`config.mk`:
```
export PLATFORM = sky130hd
export DESIGN_NAME = ladder_line_fetcher
export DESIGN_NICKNAME = d
export VERILOG_FILES = /design/src/rtl/ladder_line_fetcher.sv
export SDC_FILE = /design/constraint.sdc
export NUM_CORES = 1
export LEC_CHECK = 0
export CORE_MARGIN = 2
export CORE_UTILIZATION = 54
export CTS_CLUSTER_SIZE = 30
export DETAILED_ROUTE_END_ITERATION = 8
export PLACE_DENSITY = 0.72
export SLEW_MARGIN = 20
export SYNTH_ARGS = -nofsm -noshare
export SYNTH_HDL_FRONTEND = slang
export SYNTH_SLANG_ARGS = --single-unit
```
`constraint.sdc`:
```
create_clock -name clk -period 8.9 [get_ports clk]
set_clock_uncertainty 0.05 [all_clocks]
set_input_delay 1.78 -clock clk [delete_from_list [all_inputs] [get_ports clk]]
set_output_delay 1.78 -clock clk [all_outputs]
set_load 0.01 [all_outputs]
```
`src/rtl/ladder_line_fetcher.sv`:
```
// Per-scanline ladder sprite row fetcher: one shared ROM read per ladder slot per line,
// double-buffered rows, and a registered ladder_on pixel flag for the following line.
//   state | meaning
//   IDLE  | waiting for line_start; shadow holds rows fetched for the next line
//   SCAN  | one slot per cycle, fetching its ROM row into shadow
module ladder_line_fetcher #(
    parameter int NUM_LADDERS = 4,
    parameter int SPRITE_H    = 50,
    parameter int SPRITE_W    = 14,
    localparam int IW         = $clog2(NUM_LADDERS)
) (
    input  logic                clk,
    input  logic                rst_n,
    input  logic                line_start,
    input  logic [9:0]          next_y,
    input  logic                cfg_we,
    input  logic [IW-1:0]       cfg_idx,
    input  logic                cfg_en,
    input  logic [9:0]          cfg_x,
    input  logic [9:0]          cfg_y,
    output logic [5:0]          rom_addr,
    input  logic [SPRITE_W-1:0] rom_data,
    input  logic [9:0]          draw_x,
    output logic                ladder_on,
    output logic                busy,
    output logic                overrun
);
    localparam int CW               = $clog2(SPRITE_W);
    localparam logic [9:0] H_LIM    = 10'(SPRITE_H);
    localparam logic [9:0] W_LIM    = 10'(SPRITE_W);
    localparam logic [IW-1:0] LAST  = IW'(NUM_LADDERS - 1);
    localparam logic [CW-1:0] MSB   = CW'(SPRITE_W - 1);

    typedef enum logic {IDLE, SCAN} state_t;

    state_t state, state_nxt;
    logic [IW-1:0] idx, idx_nxt;
    logic [9:0] ty;
    logic load_line, ovr_nxt;

    logic [NUM_LADDERS-1:0] tab_en;
    logic [9:0] tab_x [NUM_LADDERS];
    logic [9:0] tab_y [NUM_LADDERS];

    logic [NUM_LADDERS-1:0] sh_valid, act_valid;
    logic [9:0] sh_x [NUM_LADDERS];
    logic [9:0] act_x [NUM_LADDERS];
    logic [SPRITE_W-1:0] sh_data [NUM_LADDERS];
    logic [SPRITE_W-1:0] act_data [NUM_LADDERS];

    logic [9:0] row;
    logic scan_hit;
    logic [9:0] col [NUM_LADDERS];
    logic [CW-1:0] sel [NUM_LADDERS];
    logic pix_nxt;

    // No vertical wraparound: ty below the ladder top is a miss, not a huge row.
    assign row      = ty - tab_y[idx];
    assign scan_hit = (state == SCAN) && tab_en[idx] && (ty >= tab_y[idx]) && (row < H_LIM);
    assign rom_addr = scan_hit ? row[5:0] : 6'd0;
    assign busy     = (state == SCAN);

    always_comb begin
        state_nxt = state;
        idx_nxt   = idx;
        load_line = 1'b0;
        ovr_nxt   = 1'b0;
        case (state)
            IDLE: begin
                if (line_start) begin
                    state_nxt = SCAN;
                    idx_nxt   = '0;
                    load_line = 1'b1;
                end
            end
            SCAN: begin
                if (line_start) begin
                    idx_nxt   = '0;
                    load_line = 1'b1;
                    ovr_nxt   = 1'b1;
                end else if (idx == LAST) begin
                    state_nxt = IDLE;
                end else begin
                    idx_nxt = idx + 1'b1;
                end
            end
            default: state_nxt = IDLE;
        endcase
    end

    always_ff @(posedge clk or negedge rst_n) begin
        if (!rst_n) begin
            state   <= IDLE;
            idx     <= '0;
            ty      <= '0;
            overrun <= 1'b0;
        end else begin
            state   <= state_nxt;
            idx     <= idx_nxt;
            overrun <= ovr_nxt;
            if (load_line)
                ty <= next_y;
        end
    end

    always_ff @(posedge clk or negedge rst_n) begin
        if (!rst_n) begin
            tab_en <= '0;
            for (int i = 0; i < NUM_LADDERS; i++) begin
                tab_x[i] <= '0;
                tab_y[i] <= '0;
            end
        end else if (cfg_we) begin
            tab_en[cfg_idx] <= cfg_en;
            tab_x[cfg_idx]  <= cfg_x;
            tab_y[cfg_idx]  <= cfg_y;
        end
    end

    // A restart mid-scan leaves shadow partially refreshed, so active is blanked.
    always_ff @(posedge clk or negedge rst_n) begin
        if (!rst_n) begin
            sh_valid  <= '0;
            act_valid <= '0;
            for (int i = 0; i < NUM_LADDERS; i++) begin
                sh_x[i]     <= '0;
                sh_data[i]  <= '0;
                act_x[i]    <= '0;
                act_data[i] <= '0;
            end
        end else begin
            if (load_line) begin
                if (state == SCAN) begin
                    act_valid <= '0;
                end else begin
                    act_valid <= sh_valid;
                    act_x     <= sh_x;
                    act_data  <= sh_data;
                end
            end
            if (state == SCAN) begin
                sh_valid[idx] <= scan_hit;
                if (scan_hit) begin
                    sh_x[idx]    <= tab_x[idx];
                    sh_data[idx] <= rom_data;
                end
            end
        end
    end

    // Bit SPRITE_W-1 of a row is the leftmost pixel; no horizontal wraparound.
    always_comb begin
        pix_nxt = 1'b0;
        for (int i = 0; i < NUM_LADDERS; i++) begin
            col[i] = draw_x - act_x[i];
            sel[i] = MSB - col[i][CW-1:0];
            if (act_valid[i] && (draw_x >= act_x[i]) && (col[i] < W_LIM))
                pix_nxt = pix_nxt | act_data[i][sel[i]];
        end
    end

    always_ff @(posedge clk or negedge rst_n) begin
        if (!rst_n)
            ladder_on <= 1'b0;
        else
            ladder_on <= pix_nxt;
    end
endmodule

```
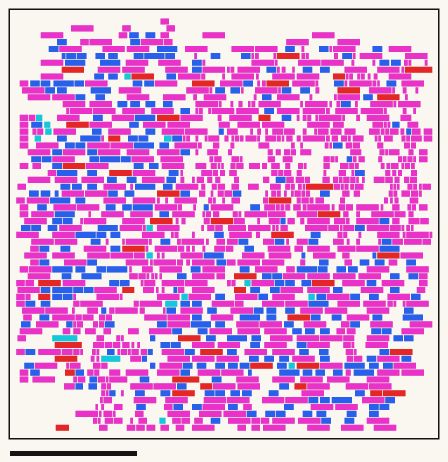
*Sizing map, run 1*
Scale bar: 50 um.
- _3 and _4 cells: cyan (cells 16; most used buf_4)
- _6 and larger: red (cells 46; most used clkbuf_16)
- _2 cells: blue (cells 314; most used mux2_2)
- _0 and _1 cells: magenta (cells 857; most used dfrtp_1)
Plain + repair buffers: 81
slack of the critical path: 2.307 ns
Final Instance Area: 16800 um2
Area Growth Syn to Fin: 14.14%

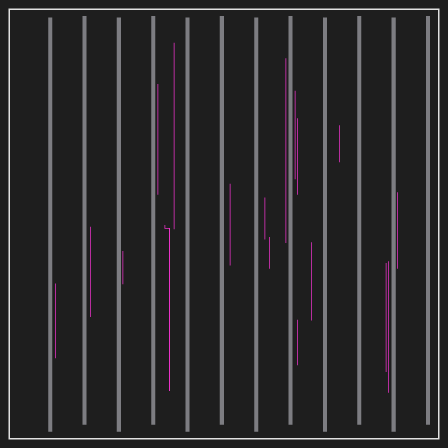
*M4 wires, run 1*
Supply wires on this layer in gray.
- share of all routed wire: 2.1%
- nets with wire on the layer: 11
Via Count: 9199
final WL: 31.06 mm

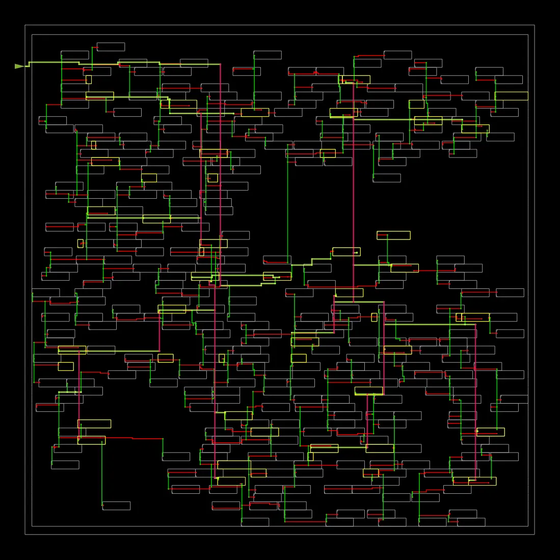
*Clock routing, run 1*
CTS Buf Count: 30
clk sinks: 299
clock buffer count: 43
Clock net power: 1.34 mW

==> results.ini, run 1 <==
[outcome]
status = completed

[synth]
yosysWarnings = 0
logic_family = multiplexers
synth_cells = 1139
synth_flops = 299
async_reset_ff_frac = 1.000
ys_cells = 1139
yosysChipArea_um2 = 14720
edf_count = 0
adder_share = 0.05610
synth_nets = 1263
simple_gate_share = 0.05967
yosys.cell_count.top_type = dfrtp_1

[power]
ir_worst_vdd_uv = 179.0
top_power_group = combinational cells
design_power_total_mw = 5.318
power_density_nw_per_um2 = 316.5
clock_power_share = 0.252

[cells_and_area]
nonClkBufAreaFrac = 0.04699
fin_nets = 1334
ff_count = 299
final_core_util = 0.6252
comb_area_um2 = 6741
fin_cells = 1574
reg_top3 = act_data: 56 flops, sh_data: 56 flops

[global_route]
grt_max_degree = 92
grt_usage = 0.2247
use_met1 = 0.3187
grtUsageMet3 = 0.02759
grt_overflow_total = 0
grt_pass1_wl_mm = 50.92
use_met2 = 0.3774

[clock_network]
path_clk_slew_ns = 0.06
cts_max_path_buffers = 3
cts_hold_buf = 0

[placement]
placed_cells = 1519

[worst_setup_path]
path_delay_family = simple AND/OR/NAND/NOR gates
cp.arrival_ns = 4.76
crit_type = reg2out
crit_chain = buf_4 -> mux4_2 -> ha_1 -> inv_1 -> fa_1 -> a211o_2 -> and2_2 -> a311oi_1 -> o31ai_1 -> or4_2 -> nor2_1 -> clkdlybuf4s50_1
crit_start = idx[0]$_DFFE_PN0P_
cp_num_buf_inv = 3
r2r_end = sh_data[3]$_DFFE_PN0P_

[final_timing]
maxSlewViolCount = 0
whs_ns = 0.4188
tns_ns = 0
finalCritPeriodShare = 0.7408

[hold_path]
hold_depth = 2
holdPathEnd = act_x[18]$_DFFE_PN0P_
hold_class = reg2reg

[floorplanning]
die-width_um = 169.1
n_tap_cell = 341
pin_count = 70
fp_util = 0.5477

[route]
drc = 0
dr_wl_met3_mm = 1.127

[flow_run]
warnings = 29

### Sequential cells grouped by signal name, run 1

Other sequential cells in the stronger gray, the rest of the logic in the fainter gray.
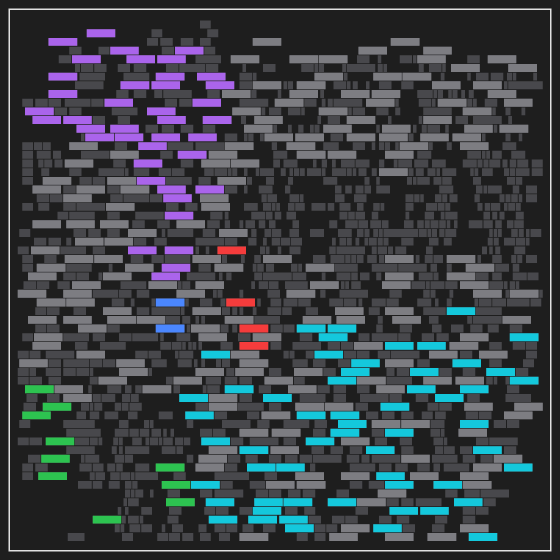

==> inputs of run 2 (changes only) <==
- PLACE_DENSITY: 0.72 -> 0.74
- clock period: 8.9 -> 6 ns (I/O delays scaled with it)
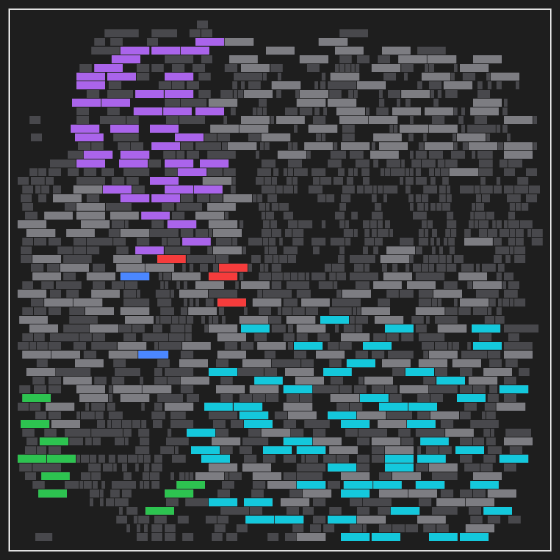
*Sequential cells grouped by signal name, run 2*
Other sequential cells in the stronger gray, the rest of the logic in the fainter gray.
- `idx`: blue (sequential cells 2)
- `sh_data`: cyan (sequential cells 56)
- `ty`: green (sequential cells 10; where bottom left)
- `act_valid`: red (sequential cells 4; where middle)
- `tab_x`: purple (sequential cells 40; where top left)
seq pwr: 2.95 mW
flop share of the area: 0.4447
post-layout util: 0.6262

==> run 2 against run 1 <==
Wire length barely moved. First-iteration DRC count down 6.4%. Critical path depth fell by 1. Combinational power is 48% higher. Sequential power is 49% higher. Area after synthesis unchanged. Largest power group unchanged.
==> results.ini, run 2 <==
[placement]
port_buffers = 69
placed_cells = 1517

[worst_setup_path]
cp_num_buf_inv = 2
crit_type = reg2out
path_delay_family = AND-OR/OR-AND gates
crit_start = idx[1]$_DFFE_PN0P_
r2r_end = sh_data[36]$_DFFE_PN0P_
crit-reg2reg-launch = idx[1]$_DFFE_PN0P_
crit_chain = mux4_2 -> ha_1 -> inv_1 -> fa_1 -> a211o_2 -> a2111oi_4 -> o21a_1 -> o221ai_1 -> or4_2 -> nor2_1 -> clkdlybuf4s50_1
cp.arrival_ns = 4.42

[floorplanning]
fp_util = 0.5477
die-width_um = 169.1
die_h_um = 169.1
pin_count = 70

[cells_and_area]
reg_top3 = act_data: 56 flops, sh_data: 56 flops
synthToLayoutAreaGrowth_pct = 14.32
ff_count = 299
fin_cells = 1575
nonClkBufAreaFrac = 0.04915
fin_nets = 1335
final_area_um2 = 16830
n_all_buffers = 81
comb_area_um2 = 6741
clkbuf_count = 45

[hold_path]
holdPathEnd = act_x[25]$_DFFE_PN0P_
hold_class = reg2reg
hold_depth = 2

[global_route]
grt_pass1_vias = 9671
grtUsageMet3 = 0.02876
grt_max_degree = 134
grt_pass1_wl_mm = 51.04
use_met2 = 0.3874
grt_overflow_total = 0
grt_usage = 0.2259
use_met1 = 0.3098

[clock_network]
cts_tree = done
root_buffer = clkbuf_16
clock-sinks = 299
cts_max_path_buffers = 3
path_clk_slew_ns = 0.06
cts_buffers = 31
cts_hold_buf = 0

[synth]
largest_area_cell = dfrtp_1
edf_count = 0
synth_cells = 1139
yosys-top-cells-count = 299 x dfrtp_1, 253 x mux2_2, 76 x inv_1
yosysChipArea_um2 = 14720
yosysWarnings = 0
synth_nets = 1263
adder_share = 0.05610
yosys.cell_count.top_type = dfrtp_1
logic_family = multiplexers
simple_gate_share = 0.05967
ys_cells = 1139
async_reset_ff_frac = 1.000
synth_flops = 299

[final_timing]
timing.final.ws_setup_ns = 0.3332
fin_crit_ns = 5.667
whs_ns = 0.4249
finalCritPeriodShare = 0.9445
rsz0062_at_grt = false
maxSlewViolCount = 0
tns_ns = 0

[power]
design_power_total_mw = 7.877
p_int_mw = 5.323
ir_worst_vdd_uv = 291.0
top_power_group = combinational cells
clock_power_share = 0.250

[flow_run]
warnings = 33

[route]
dr_wl_met3_um = 921
drc = 0
firstDrtPassIters = 6

[outcome]
status = completed

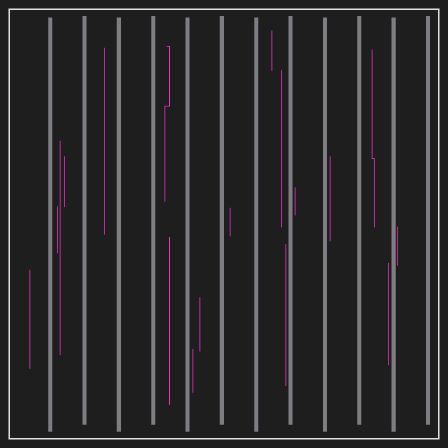
*M4 wires, run 2*
Supply wires on this layer in gray.
- longest straight run: 84.3 um
- main direction: vertical
- wire length on this layer: 717 um
Via Count: 9173
final WL: 31.08 mm

### Sizing map, run 2

Scale bar: 50 um.
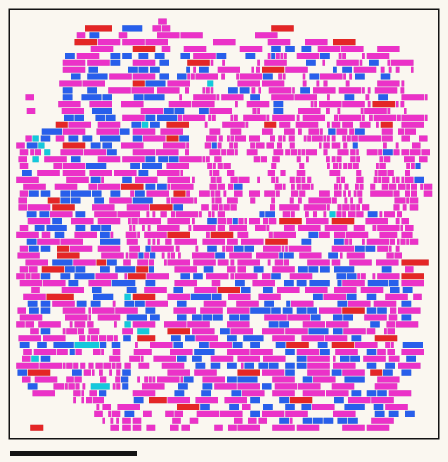

==> inputs of run 3 (changes only) <==
- DONT_BUFFER_PORTS: not set -> 1
- GPL_TIMING_DRIVEN: not set -> 0
- PLACE_DENSITY: 0.74 -> 0.71
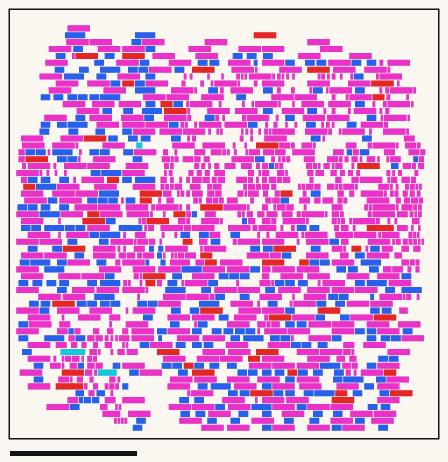
*Sizing map, run 3*
Scale bar: 50 um.
- _3 and _4 cells: cyan (cells 3)
- _0 and _1 cells: magenta (cells 825; most used dfrtp_1)
- _2 cells: blue (cells 313; most used mux2_2)
- _6 and larger: red (cells 53; most used clkbuf_16)
Final Instance Area: 16200 um2
Plain + repair buffers: 40
Area Growth Syn to Fin: 10.02%
slack of the critical path: 0.3131 ns

==> run 3 against run 2 <==
Critical path type unchanged. Sequential power is essentially flat. Maximum frequency shrank 0.35%. Non-clock buffer count shrank 41. Die size is the same. Utilization shrank 2.4 points.
==> results.ini, run 3 <==
[synth]
yosysWarnings = 0
yosys.cell_count.top_type = dfrtp_1
edf_count = 0
yosys-top-cells-count = 299 x dfrtp_1, 253 x mux2_2, 76 x inv_1
ys_cells = 1139
largest_area_cell = dfrtp_1
async_reset_ff_frac = 1.000
yosysChipArea_um2 = 14720
adder_share = 0.05610

[flow_run]
warnings = 31

[worst_setup_path]
crit_chain = buf_4 -> mux4_2 -> ha_1 -> inv_1 -> fa_1 -> a211o_2 -> and2_2 -> a311oi_1 -> o31ai_1 -> or4_2 -> nor2_1
cp_num_buf_inv = 2
cp.arrival_ns = 4.44
crit-reg2reg-launch = idx[1]$_DFFE_PN0P_
r2r_end = sh_x[11]$_DFFE_PN0P_

[global_route]
grt_pass1_vias = 9324
grtUsageMet3 = 0.03554
grt_max_degree = 300
grt_usage = 0.2256
use_met1 = 0.3170
grt_overflow_total = 0
grt_pass1_wl_mm = 50.51

[placement]
port_buffers = 0

[clock_network]
cts_hold_buf = 0
path_clk_slew_ns = 0.06
cts_max_path_buffers = 3
clock-sinks = 299

[outcome]
status = completed

[power]
ir_worst_vdd_uv = 245.3
design_power_total_mw = 7.701
clock_power_share = 0.251
power_density_nw_per_um2 = 475.5
p_int_mw = 5.238
top_power_group = registers

[route]
wirelength_mm = 31.05
drc = 0
firstDrtPassIters = 4
dr_wl_met3_mm = 1.314
vias = 8930

[final_timing]
tns_ns = 0
finalCritPeriodShare = 0.9478
whs_ns = 0.2974
maxSlewViolCount = 0

[floorplanning]
n_tap_cell = 341
pin_count = 70
die_h_um = 169.1

[cells_and_area]
comb_area_um2 = 6729
nonClkBufAreaFrac = 0.01422
reg_top3 = act_data: 56 flops, sh_data: 56 flops
final_core_util = 0.6026
fin_nets = 1294
seq_share = 0.4621

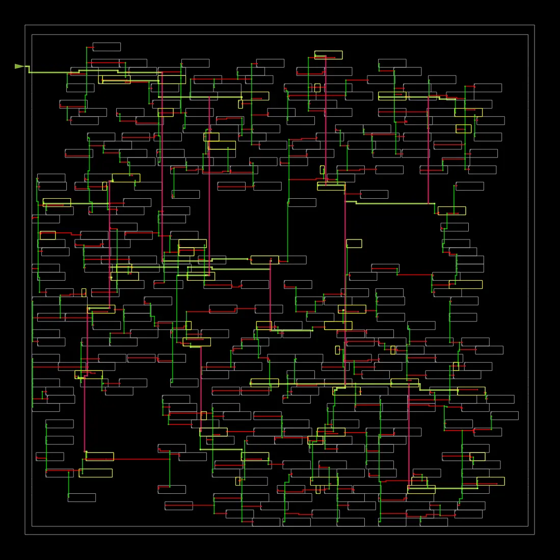
*Clock routing, run 3*
CTS Buf Count: 31
flop count: 299
clock buffer count: 51
Clock net power: 1.93 mW

No activity file was given, so power comes from the tool's default toggle rates.
